`src/rtl/tlm_pkg.sv`:
```
// Shared encodings for the traffic light monitor: light bus codes, phase codes,
// dwell-counter width and the legal phase-step rule.
package tlm_pkg;

  localparam logic [2:0] LIGHT_RED    = 3'b001;
  localparam logic [2:0] LIGHT_YELLOW = 3'b010;
  localparam logic [2:0] LIGHT_GREEN  = 3'b100;

  typedef enum logic [1:0] {
    PH_NONE   = 2'b00,
    PH_RED    = 2'b01,
    PH_YELLOW = 2'b10,
    PH_GREEN  = 2'b11
  } phase_e;

  localparam int DWELL_W = 8;

  // Progress through one full GREEN->YELLOW->YELLOW->RED->GREEN round
  typedef enum logic [2:0] {
    RND_IDLE,
    RND_G,
    RND_GY,
    RND_GYY,
    RND_GYYR
  } round_e;

  function automatic logic legal_step(input phase_e from_ph, input phase_e to_ph);
    return (from_ph == to_ph) ||
           (from_ph == PH_GREEN  && to_ph == PH_YELLOW) ||
           (from_ph == PH_YELLOW && to_ph == PH_RED) ||
           (from_ph == PH_RED    && to_ph == PH_GREEN);
  endfunction

endpackage

```
`src/rtl/tlm_dwell_counter.sv`:
```
// Saturating dwell counter: clear restarts the count (to 1 when the same cycle
// also advances), advance adds one and holds at the all-ones value.
module tlm_dwell_counter
  import tlm_pkg::*;
(
  input  logic               clk,
  input  logic               reset,
  input  logic               clear,
  input  logic               advance,
  output logic [DWELL_W-1:0] count
);

  localparam logic [DWELL_W-1:0] COUNT_MAX = '1;
  localparam logic [DWELL_W-1:0] COUNT_ONE = DWELL_W'(1);

  logic [DWELL_W-1:0] count_q, count_d;

  always_comb begin
    count_d = count_q;
    if (clear) begin
      count_d = advance ? COUNT_ONE : '0;
    end else if (advance && count_q != COUNT_MAX) begin
      count_d = count_q + COUNT_ONE;
    end
  end

  always_ff @(posedge clk) begin
    if (!reset) begin
      count_q <= '0;
    end else begin
      count_q <= count_d;
    end
  end

  assign count = count_q;

endmodule

```
`src/rtl/traffic_light_monitor.sv`:
```
// Passive checker for a one-hot traffic light bus: phase decode, dwell and
// sequence checks, pedestrian walk/pending tracking and completed-round count.
// Defining TLM_STARVE_CHECK_EN adds a pending-request timer driving err_starve.
module traffic_light_monitor
  import tlm_pkg::*;
#(
  parameter int MIN_GREEN    = 3,
  parameter int MIN_YELLOW   = 2,
  parameter int WALK_DELAY   = 1,
  parameter int MAX_PED_WAIT = 32
) (
  input  logic        clk,
  input  logic        reset,
  input  logic [2:0]  lights,
  input  logic        pedestrian_button,
  output logic [1:0]  phase,
  output logic        walk,
  output logic        ped_pending,
  output logic        err_onehot,
  output logic        err_seq,
  output logic        err_dwell,
  output logic        err_starve,
  output logic [15:0] cycle_count
);

  localparam logic [DWELL_W-1:0] MIN_GREEN_C  = DWELL_W'(MIN_GREEN);
  localparam logic [DWELL_W-1:0] MIN_YELLOW_C = DWELL_W'(MIN_YELLOW);
  localparam logic [DWELL_W-1:0] WALK_C       = DWELL_W'(WALK_DELAY);
  localparam logic [DWELL_W-1:0] DWELL_ONE    = DWELL_W'(1);

  phase_e             phase_q, phase_d, sample_ph;
  round_e             rnd_q, rnd_d;
  logic [DWELL_W-1:0] dwell;
  logic               onehot_ok, dwell_clear, dwell_adv;
  logic               seq_bad, dwell_bad, err_evt, btn_rise;
  logic               walk_q, walk_d, ped_q, ped_d, btn_q, btn_d;
  logic               err_onehot_q, err_onehot_d, err_seq_q, err_seq_d;
  logic               err_dwell_q, err_dwell_d;
  logic [15:0]        cycle_q, cycle_d;

  tlm_dwell_counter u_dwell (
    .clk     (clk),
    .reset   (reset),
    .clear   (dwell_clear),
    .advance (dwell_adv),
    .count   (dwell)
  );

  always_comb begin
    sample_ph = PH_NONE;
    onehot_ok = 1'b1;
    case (lights)
      LIGHT_RED:    sample_ph = PH_RED;
      LIGHT_YELLOW: sample_ph = PH_YELLOW;
      LIGHT_GREEN:  sample_ph = PH_GREEN;
      default:      onehot_ok = 1'b0;
    endcase

    phase_d     = phase_q;
    dwell_clear = 1'b0;
    dwell_adv   = 1'b0;
    seq_bad     = 1'b0;
    dwell_bad   = 1'b0;
    // A corrupt sample freezes phase and dwell; a valid one always loads phase
    if (onehot_ok) begin
      phase_d     = sample_ph;
      dwell_adv   = 1'b1;
      dwell_clear = (sample_ph != phase_q);
      if (phase_q != PH_NONE && sample_ph != phase_q) begin
        seq_bad   = !legal_step(phase_q, sample_ph);
        dwell_bad = (phase_q == PH_GREEN  && dwell < MIN_GREEN_C) ||
                    (phase_q == PH_YELLOW && dwell < MIN_YELLOW_C);
      end
    end
    err_evt = !onehot_ok || seq_bad || dwell_bad;

    // Walk follows the dwell value being registered this cycle
    walk_d = 1'b0;
    if (!onehot_ok) begin
      walk_d = (phase_q == PH_RED) && (dwell > WALK_C);
    end else if (sample_ph == PH_RED) begin
      walk_d = dwell_clear ? (DWELL_ONE > WALK_C) : (dwell >= WALK_C);
    end

    btn_d    = pedestrian_button;
    btn_rise = pedestrian_button && !btn_q;
    ped_d    = btn_rise || (ped_q && !walk_d);

    err_onehot_d = err_onehot_q || !onehot_ok;
    err_seq_d    = err_seq_q || seq_bad;
    err_dwell_d  = err_dwell_q || dwell_bad;

    rnd_d   = rnd_q;
    cycle_d = cycle_q;
    if (err_evt) begin
      rnd_d = RND_IDLE;
    end else begin
      case (sample_ph)
        PH_GREEN: begin
          if (phase_q == PH_RED && rnd_q == RND_GYYR) cycle_d = cycle_q + 16'd1;
          rnd_d = RND_G;
        end
        PH_YELLOW: begin
          if (phase_q == PH_GREEN && rnd_q == RND_G) rnd_d = RND_GY;
          else if (phase_q == PH_YELLOW && (rnd_q == RND_GY || rnd_q == RND_GYY)) rnd_d = RND_GYY;
          else rnd_d = RND_IDLE;
        end
        PH_RED: begin
          if ((phase_q == PH_YELLOW && rnd_q == RND_GYY) ||
              (phase_q == PH_RED && rnd_q == RND_GYYR)) rnd_d = RND_GYYR;
          else rnd_d = RND_IDLE;
        end
        default: rnd_d = RND_IDLE;
      endcase
    end
  end

  always_ff @(posedge clk) begin
    if (!reset) begin
      phase_q      <= PH_NONE;
      rnd_q        <= RND_IDLE;
      walk_q       <= 1'b0;
      ped_q        <= 1'b0;
      btn_q        <= 1'b0;
      err_onehot_q <= 1'b0;
      err_seq_q    <= 1'b0;
      err_dwell_q  <= 1'b0;
      cycle_q      <= '0;
    end else begin
      phase_q      <= phase_d;
      rnd_q        <= rnd_d;
      walk_q       <= walk_d;
      ped_q        <= ped_d;
      btn_q        <= btn_d;
      err_onehot_q <= err_onehot_d;
      err_seq_q    <= err_seq_d;
      err_dwell_q  <= err_dwell_d;
      cycle_q      <= cycle_d;
    end
  end

`ifdef TLM_STARVE_CHECK_EN
  localparam int PED_W = $clog2(MAX_PED_WAIT + 1);
  localparam logic [PED_W-1:0] PED_LIMIT = PED_W'(MAX_PED_WAIT);
  localparam logic [PED_W-1:0] PED_ONE   = PED_W'(1);

  logic [PED_W-1:0] ped_cnt_q, ped_cnt_d;
  logic             err_starve_q, err_starve_d;

  always_comb begin
    ped_cnt_d = '0;
    if (ped_q) begin
      ped_cnt_d = (ped_cnt_q == PED_LIMIT) ? ped_cnt_q : ped_cnt_q + PED_ONE;
    end
    err_starve_d = err_starve_q || (ped_cnt_d == PED_LIMIT);
  end

  always_ff @(posedge clk) begin
    if (!reset) begin
      ped_cnt_q    <= '0;
      err_starve_q <= 1'b0;
    end else begin
      ped_cnt_q    <= ped_cnt_d;
      err_starve_q <= err_starve_d;
    end
  end

  assign err_starve = err_starve_q;
`else
  // No pending timer in this build; a negative limit is meaningless, so this is constant 0
  assign err_starve = (MAX_PED_WAIT < 0);
`endif

  assign phase       = phase_q;
  assign walk        = walk_q;
  assign ped_pending = ped_q;
  assign err_onehot  = err_onehot_q;
  assign err_seq     = err_seq_q;
  assign err_dwell   = err_dwell_q;
  assign cycle_count = cycle_q;

endmodule

```
`config.mk`:
```
export PLATFORM = sky130hd
export DESIGN_NAME = traffic_light_monitor
export DESIGN_NICKNAME = d
export VERILOG_FILES = /design/src/rtl/tlm_pkg.sv /design/src/rtl/tlm_dwell_counter.sv /design/src/rtl/traffic_light_monitor.sv
export SDC_FILE = /design/constraint.sdc
export NUM_CORES = 1
export LEC_CHECK = 0
export ABC_CLOCK_PERIOD_IN_PS = 1900
export CORE_ASPECT_RATIO = 0.7
export CORE_MARGIN = 5
export CORE_UTILIZATION = 53
export DETAILED_ROUTE_END_ITERATION = 10
export GPL_TIMING_DRIVEN = 0
export PLACE_DENSITY = 0.9
export SETUP_SLACK_MARGIN = 0.02
export SYNTH_ARGS = -nofsm -noshare
export SYNTH_HDL_FRONTEND = slang
export SYNTH_SLANG_ARGS = --single-unit
```
`constraint.sdc`:
```
create_clock -name clk -period 1.9 [get_ports clk]
set_input_delay 0.19 -clock clk [delete_from_list [all_inputs] [get_ports clk]]
set_output_delay 0.19 -clock clk [all_outputs]
set_load 0.01 [all_outputs]
```
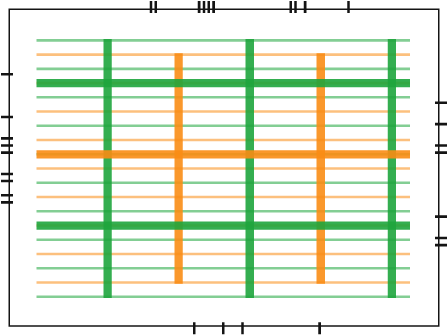
(PDN straps and rails)
Pins as bars on the die edge.
| color | net |
|---|---|
| orange | VDD |
| green | VSS |
met5 straps: 3
met1 rails: 19
signal pins: 30
rows: 18
met4 straps: 5
Die Wd: 81.7 um
height of the chip: 60.2 um
core area: 3490 um^2
peak supply drop: 0.579 mV

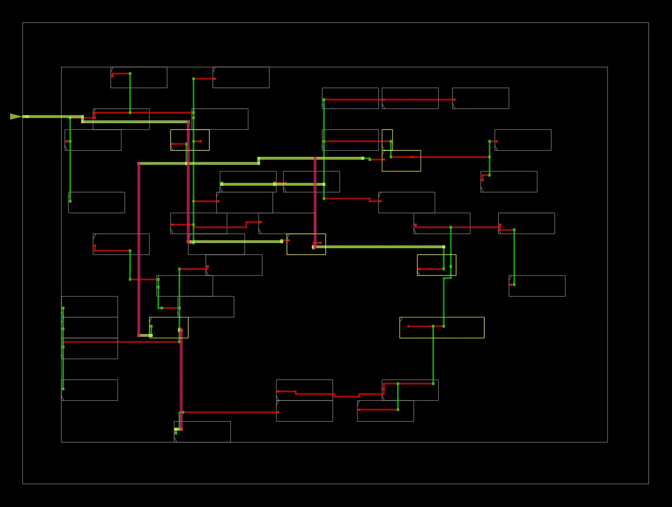
(the clock network)
Clock Skews: 3.21 ps
Flops: 35
clock buffer count: 6
number of CTS-inserted buffers: 5
# clock sinks: 35

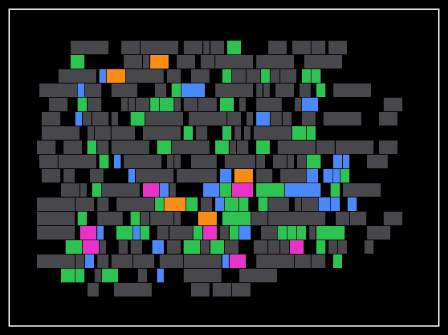
(gate-type map)
| color | family | cells |
|---|---|---|
| green | inverting AOI/OAI gates | 52 |
| magenta | AND-OR and OR-AND gates | 7 |
| blue | NOR gates | 28 |
| orange | multiplexers | 5 |
Comb/total area: 0.473
most frequent logic cell in the layout: dfxtp_1
Non-Filler Instances: 302

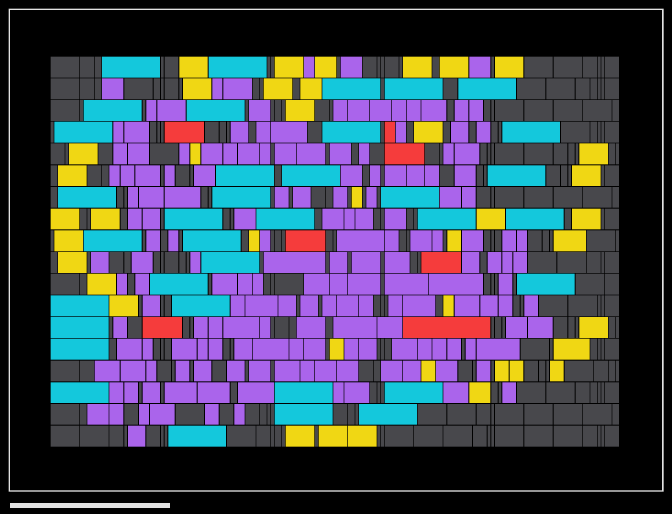
(placement by cell class)
The bar under the picture is 20 um long. Fill, decap, tap and diode cells in gray.
| color | class | cells |
|---|---|---|
| red | clock drivers and dummy loads | 7 |
| yellow | other buffers and delay cells | 40 |
| purple | combinational and other logic | 170 |
| cyan | flops | 35 |
Final Cell Area: 2360 um^2
# rows: 18
final core utilization: 0.677
Seq/total area: 0.296

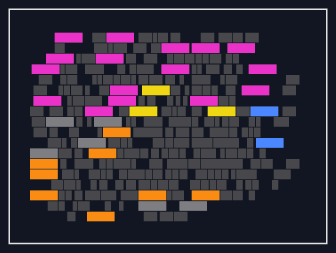
(sequential cells colored by netlist name)
Other sequential cells in the stronger gray, the rest of the logic in the fainter gray.
| color | netlist name | placed flops |
|---|---|---|
| yellow | rnd_q | 3 |
| magenta | cycle_count | 16 |
| orange | u_dwell.count | 8 |
| blue | phase | 2 |
not colored: 6
Seq. pwr: 765 uW
register area: 701 um^2

==> results.py <==
# Metrics from the implementation run
metrics = {
    "finish": {
        "n_all_inverters": 10,
        "drive_above_1_share": 0.127,
        "clkCellAreaFrac": 0.0434,
        "n_all_buffers": 40,
        "largest_reg_flops": 16,
        "fin_nets": 262,
        "n_antenna_cell": 0,
        "bufAreaShareNonClock": 0.145,
        "nMultiInputCombCells": 160,
        "final-comb-area_um2": 1120,
        "top_area_cell_class": "combinational gates",
    },
    "placed_design": {
        "gp_congestion": 0.863,
        "place_ws_ps": -303,
        "dp_hpwl_mm": 3.38,
        "io_buffers": 26,
        "post_dp_cell_area_um2": 2230,
        "dp.cells": 296,
    },
    "detailed_routing": {
        "vias": 1843,
        "wirelength_mm": 4.85,
        "routed.top_layer": "met4",
        "drc_errors": 0,
        "ant_nets": 0,
        "wl_per_cell_um": 16.1,
        "dr_wl_met3_um": 309,
        "first_iter_violations": 187,
        "vias_per_cell": 6.10,
    },
    "worst_setup_path": {
        "end_kind": "register",
        "cp-startpoint": "u_dwell.count[0]",
        "endpoint": "u_dwell.count[3]",
        "cp.required_ps": 2120,
        "setup.worst_path.class": "register to register",
        "worstPathCellList": "ha_1 > and3_2 > and3_4 > or4_1 > a21oi_1",
        "crit_family": "simple AND/OR/NAND/NOR gates",
        "critPathSlowestCell": "or4_1",
        "reg2reg_depth": 5,
        "crit_cells": 5,
        "critPathMaxFanout": 7,
    },
    "global_route": {
        "grtUsageMet3": 0.0617,
        "grt_pass1_vias": 1747,
        "grt_pass1_wl_mm": 8.05,
        "overflow": 0,
        "grtUsageMet1": 0.296,
        "use_met2": 0.297,
        "antenna_found_initial": 0,
        "top_usage_layer": "met2",
        "track_usage": 0.213,
    },
    "synth": {
        "synthDistinctLibCells": 58,
        "xor_area_frac": 0.0184,
        "synth_top_cell_by_area": "dfxtp_1",
        "edf_count": 0,
        "synthTopLogicFamily": "simple AND/OR/NAND/NOR gates",
        "mux_share": 0.0269,
        "synth_cells": 220,
        "async_flop_share": 0,
        "top_cell_area_share": 0.367,
        "ys_seq_share": 0.367,
        "numSynthFlops": 35,
        "simple_gate_share": 0.297,
        "ys_chip_area_um2": 1910,
        "common_cells": "dfxtp_1, a21oi_1, nor2_1, o31ai_1, or4_1",
    },
    "sta": {
        "hold_slack_ps": 340,
        "relSlewSlack": 0.653,
        "fin_setup_tns_ps": 0,
        "finalCriticalPeriod_ps": 1800,
        "timing_hold_violations_final": 0,
        "final.setup.worst_slack_ps": 98.4,
        "worst_slew_pin_slew_ps": 520,
    },
    "power_and_ir_drop": {
        "p_leak_nw": 0.753,
        "p_comb_uw": 193,
        "clockPowerShare": 0.407,
        "power.largest_group": "sequential cells",
        "total_power_mw": 1.62,
        "powerClk_uw": 657,
        "comb_power_share": 0.120,
    },
    "min_path": {
        "min_path_type": "input port to register",
        "hold_end": "rnd_q[0]",
    },
    "clock_network": {
        "cts_buffer_depth": 2,
        "cts_root_buf": "clkbuf_8",
        "cts_tree": "built",
        "clk_pin_slew_worst_paths_ps": 70,
        "post_cts_buffers": 0,
        "worstSkewPairLatency_ps": 290,
    },
    "die": {
        "fp-utilization": 0.547,
        "taps": 50,
    },
    "flow_run": {
        "cap_violations": 0,
        "warnings": 28,
    },
    "run_status": {
        "run_status": "complete, no violations",
    },
}
Power figures rest on the tool's default switching activity, not on a simulated workload.
